<file path="config.mk">
export PLATFORM = sky130hd
export DESIGN_NAME = uart_tx_fifo
export DESIGN_NICKNAME = d
export VERILOG_FILES = /design/src/rtl/uart_tx_fifo.sv
export SDC_FILE = /design/constraint.sdc
export NUM_CORES = 1
export LEC_CHECK = 0
export CAP_MARGIN = 25
export CORE_AREA = 2 2 102 104
export CTS_CLUSTER_DIAMETER = 120
export DETAILED_ROUTE_END_ITERATION = 10
export DIE_AREA = 0 0 104 106
export GPL_ROUTABILITY_DRIVEN = 0
export GPL_TIMING_DRIVEN = 1
export PLACE_DENSITY_LB_ADDON = 0.1
export SYNTH_ARGS = -nofsm -noshare
export SYNTH_HDL_FRONTEND = slang
export SYNTH_SLANG_ARGS = --single-unit
</file>
<file path="constraint.sdc">
create_clock -name HCLK -period 4.1 [get_ports HCLK]
set_input_delay 0.82 -clock HCLK [delete_from_list [all_inputs] [get_ports HCLK]]
set_output_delay 0.82 -clock HCLK [all_outputs]
set_load 0.01 [all_outputs]
</file>
<file path="src/rtl/uart_tx_fifo.sv">
// Buffered 8N1 UART transmitter: bytes are pushed over a valid/ready port into a
// small FIFO and serialised LSB first on a registered, idle-high tx line.
module uart_tx_fifo #(
  parameter int DEPTH   = 8,
  parameter int PRESC_W = 16
) (
  input  logic                     HCLK,
  input  logic                     HRESETn,
  input  logic                     en,
  input  logic [PRESC_W-1:0]       prescale,
  input  logic [7:0]               wdata,
  input  logic                     wvalid,
  output logic                     wready,
  output logic                     tx,
  output logic                     busy,
  output logic [$clog2(DEPTH):0]   level
);

  localparam int AW    = $clog2(DEPTH);
  localparam int LVL_W = AW + 1;
  localparam logic [LVL_W-1:0] FULL_LVL = LVL_W'(DEPTH);

  typedef enum logic [1:0] {
    S_IDLE  = 2'd0,
    S_START = 2'd1,
    S_DATA  = 2'd2,
    S_STOP  = 2'd3
  } state_e;

  state_e               state_q, state_d;
  logic [7:0]           mem_q [DEPTH];
  logic [AW-1:0]        wr_ptr_q, rd_ptr_q;
  logic [LVL_W-1:0]     level_q, level_d;
  logic [PRESC_W-1:0]   timer_q, timer_d;
  logic [PRESC_W-1:0]   presc_q, presc_d;
  logic [2:0]           bit_cnt_q, bit_cnt_d;
  logic [7:0]           shift_q, shift_d;
  logic                 tx_q, tx_d;

  logic                 push;
  logic                 pop;
  logic                 bit_end;
  logic                 can_start;

  // A full FIFO never accepts, even when a pop happens on the same edge.
  assign wready    = (level_q != FULL_LVL);
  assign push      = wvalid & wready;
  assign can_start = en & (level_q != '0);
  assign bit_end   = (timer_q == '0);

  assign tx    = tx_q;
  assign level = level_q;
  assign busy  = (state_q != S_IDLE) | (level_q != '0);

  always_comb begin
    state_d   = state_q;
    timer_d   = timer_q;
    presc_d   = presc_q;
    bit_cnt_d = bit_cnt_q;
    shift_d   = shift_q;
    tx_d      = tx_q;
    pop       = 1'b0;

    case (state_q)
      S_IDLE: begin
        tx_d = 1'b1;
        if (can_start) begin
          pop = 1'b1;
        end
      end
      S_START: begin
        if (bit_end) begin
          timer_d = presc_q;
          tx_d    = shift_q[0];
          state_d = S_DATA;
        end else begin
          timer_d = timer_q - 1'b1;
        end
      end
      S_DATA: begin
        if (bit_end) begin
          timer_d = presc_q;
          if (bit_cnt_q == 3'd7) begin
            tx_d    = 1'b1;
            state_d = S_STOP;
          end else begin
            tx_d      = shift_q[1];
            shift_d   = {1'b0, shift_q[7:1]};
            bit_cnt_d = bit_cnt_q + 3'd1;
          end
        end else begin
          timer_d = timer_q - 1'b1;
        end
      end
      S_STOP: begin
        if (bit_end) begin
          // Chain straight into the next START so queued frames have no gap.
          if (can_start) begin
            pop = 1'b1;
          end else begin
            tx_d    = 1'b1;
            state_d = S_IDLE;
          end
        end else begin
          timer_d = timer_q - 1'b1;
        end
      end
      default: begin
        tx_d    = 1'b1;
        state_d = S_IDLE;
      end
    endcase

    // Prescale is sampled only here, so changes take effect on the next frame.
    if (pop) begin
      shift_d   = mem_q[rd_ptr_q];
      presc_d   = prescale;
      timer_d   = prescale;
      bit_cnt_d = 3'd0;
      tx_d      = 1'b0;
      state_d   = S_START;
    end
  end

  always_comb begin
    level_d = level_q;
    case ({push, pop})
      2'b10:   level_d = level_q + 1'b1;
      2'b01:   level_d = level_q - 1'b1;
      default: level_d = level_q;
    endcase
  end

  always_ff @(posedge HCLK or negedge HRESETn) begin
    if (!HRESETn) begin
      state_q   <= S_IDLE;
      tx_q      <= 1'b1;
      timer_q   <= '0;
      presc_q   <= '0;
      bit_cnt_q <= '0;
      shift_q   <= '0;
      wr_ptr_q  <= '0;
      rd_ptr_q  <= '0;
      level_q   <= '0;
    end else begin
      state_q   <= state_d;
      tx_q      <= tx_d;
      timer_q   <= timer_d;
      presc_q   <= presc_d;
      bit_cnt_q <= bit_cnt_d;
      shift_q   <= shift_d;
      level_q   <= level_d;
      if (push) begin
        wr_ptr_q <= wr_ptr_q + 1'b1;
      end
      if (pop) begin
        rd_ptr_q <= rd_ptr_q + 1'b1;
      end
    end
  end

  // Storage carries no reset; occupancy and pointers define what is valid.
  always_ff @(posedge HCLK) begin
    if (push) begin
      mem_q[wr_ptr_q] <= wdata;
    end
  end

endmodule

</file>
==> reports/summary.txt <==
status: complete, no violations
top_reg_cell synth: edfxtp_1
sequential cell area: 3320 µm²
Crit Path Max Fanout: 6
RSZ-0062 raised after global routing: false
Setup Skew: 0.00808 ns
CTS root buffer: clkbuf_8
hpwl dp: 7.25 mm
Well Taps: 136
Non-clk invs: 13
final period utilization: 0.747
metal2 WL: 5.99 mm
Buffers, non-clock: 45
Synth Cell Area: 5550 µm²
Seq. pwr: 1.51 mW
syn nets: 479
Comb power frac: 0.106
Rows: 37
Setup crit end kind: flip-flop
comb pwr: 351 µW
Critical Path Max Stage Delay: 0.50 ns
Sequential Power Share: 0.458
post-CTS setup buffer count: 0
PostCTS Resize Cnt: 0
max_cap viols: 0
Skew-Pair Late Insertion Delay: 0.53 ns
GR Util All Layers: 0.223
Relative slew margins: 0.361
number of logic gates: 280
static leakage: 2.53 nW
logic area: 2070 µm²
total number of yosys warnings: 0
CP arrival: 3.47 ns
Layout area overhead: 18.9%
Min Hold Slack: 0.434 ns
buffer and inverter count on the worst path: 2
FMAX: 326 MHz
Adder Share, Synth: 0.0293
CP required: 4.51 ns
P_int: 2.51 mW
Crit. path cell count: 13
top routing layer used: met4
Iteration-0 DRC Markers: 160
register area share after synthesis: 0.599
Synth Area in XOR/XNOR: 0.0268
DRT Pass-1 Iters: 5
H-Tree Depth: 4
post-route setup slack: 1.04 ns
Antenna Cells: 0
global-route wire length before repair: 18.5 mm
clk cell area share: 0.0872
busiest grt layer: met2
GRT met1 Usage: 0.264
met3 usage: 0.0760
tool warnings: 31
number of global-route vias before repair: 3682
setup_tns: 0 ns
largest net degree at the start of global routing: 41
clock-pin slew on the worst setup and hold paths: 0.06 ns
post-route ant nets: 0
synthesized instance count: 438
area figure in the yosys stat output: 5550 µm²
most used cell, CP: ha_1
FP Util: 0.555
Synthesized registers: 120
yosys cell count: 438
Tmin final: 3.06 ns
initial antenna violation count: 0
Avg Inst Size Synth: 12.7 µm²
final slew viol count: 0
sw power: 794 µW
Post-synth ARST share: 0.467
Setup Crit Path Kind: reg2reg
Via density: 5.77
# DRC: 0
met2 Use GR: 0.386
Util after Layout: 0.660
Peak supply drop: 0.000405 V
Final Hold Viols: 0
Final setup violation count: 0
placed cells: 594
Worst setup SP type: flip-flop
fraction of layout cells with a size suffix above 1: 0.143
total power: 3.30 mW
Core ar.: 10000 µm²
Slowest cell on crit path: nor3_1
NonClk Buf Share: 0.0633
Simple-Gate Area Share: 0.135
clk buf depth: 2
[worst reg2reg max path: stages, from the launching register on]
cell	delay, ns
dfrtp_1	0.40
inv_1	0.12
ha_1	0.20
or3b_1	0.47
nor3_1	0.50
a21oi_2	0.11
inv_1	0.11
ha_1	0.26
xor2_1	0.10
ha_1	0.18
a21oi_1	0.14
xnor2_1	0.13
nand2_1	0.08
xnor2_1	0.11
[Yosys cell counts (12+ instances only)]
cell      count  area share
mux4_2       16       0.065
xnor2_1      12       0.019
edfxtp_1     64        0.35
inv_1        13      0.0088
o211ai_1     12       0.016
a21oi_1      14       0.013
clkbuf_1     12      0.0081
mux2i_1      12       0.022
nand2_1      74       0.050
nor2_1       17       0.011
dfrtp_1      55        0.25
ha_1         13       0.029
[cell usage in the layout (no fill, tap or decap), types with 13 or more instances in the layout]
master           Yosys  layout
a21oi_1             14      13
dfrtp_1             55      55
nor2_1              17      17
clkdlybuf4s50_1      0      33
inv_1               13      13
edfxtp_1            64      64
nand2_1             74      74
clkbuf_16            0      16
ha_1                13      13
mux4_2              16      16
[sequential cells by signal (all words and copies together), names as in the netlist]
| name | cells |
|---|---|
| bit_cnt_q | 3 |
| level | 4 |
| mem_q | 64 |
| presc_q | 16 |
| rd_ptr_q | 3 |
| shift_q | 8 |
| state_q | 2 |
| timer_q | 16 |
| tx | 1 |
| wr_ptr_q | 3 |
[worst paths after layout]
path                            startpoint          end  slack (ns)
min in group HCLK               presc_q[3]   presc_q[3]        0.48
worst min-delay path               HRESETn     level[3]        0.43
worst max register to register  timer_q[0]     level[2]        1.04
max in group asynchronous          HRESETn  timer_q[11]        2.89
worst max-delay path            timer_q[0]     level[2]        1.04
worst min register to register  presc_q[3]   presc_q[3]        0.48
**Clock nets**

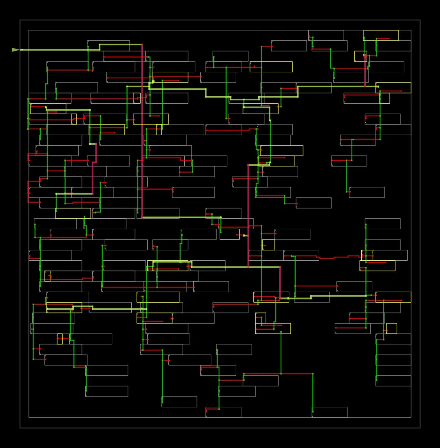
clock buffers: 18
registers: 120
Clock Sinks: 120
CTS buffer count: 17

**Gate families picked out**

The bar under the picture is 20 µm long.
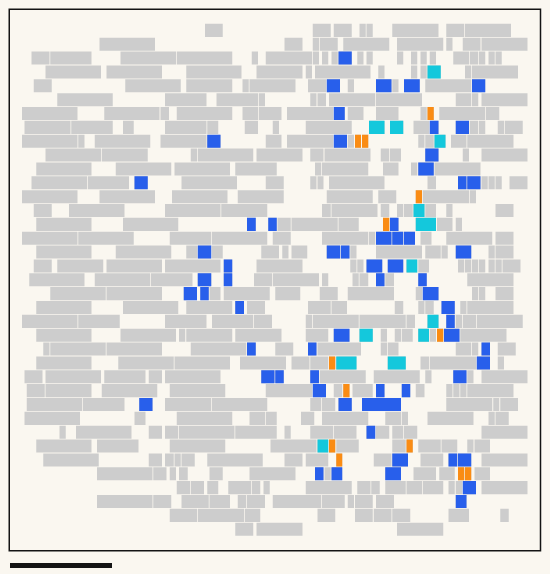
Key: orange = inverters [cells 13]; blue = inverting AOI/OAI gates [cells 63]; cyan = AND and OR gates [cells 13]
logic share of the area: 0.313
Cell Count, Final, Fillers Out: 626
most frequent logic cell in the layout: nand2_1

**Routed metal, one color a layer**

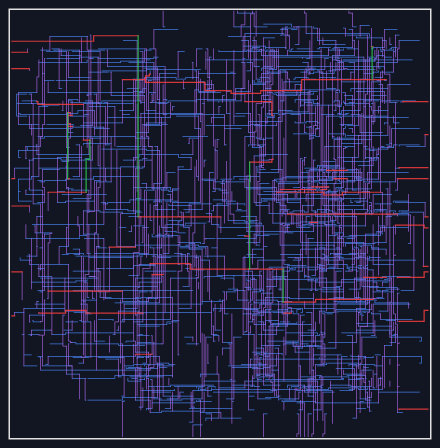
Key: red = metal 3 [wire length 452 µm]; blue = metal 1 [wire length 4740 µm]; green = metal 4 [wire length 118 µm]; purple = metal 2 [wire length 5990 µm]
Vias: 3614
total wire length: 11.3 mm
Wirelength per Cell: 18.0 µm

**Pin map**

Pins as bars across the die edge, other pins in gray.
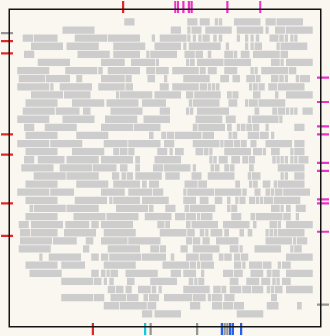
Key: blue = `level` [pins 4, direction output, edge south]; magenta = `prescale` [pins 16, direction input, edge 9 east, 7 north]; cyan = `wready` [pins 1, direction output, edge south]; red = `wdata` [pins 8, direction input, edge 6 west, 1 south, 1 north]
All pins by edge: 10 east, 10 south, 8 north, 7 west.
Buffers on Ports: 34
Die Wd: 104 µm
Die Span Y: 106 µm

Power is estimated from default activity; no workload was simulated.
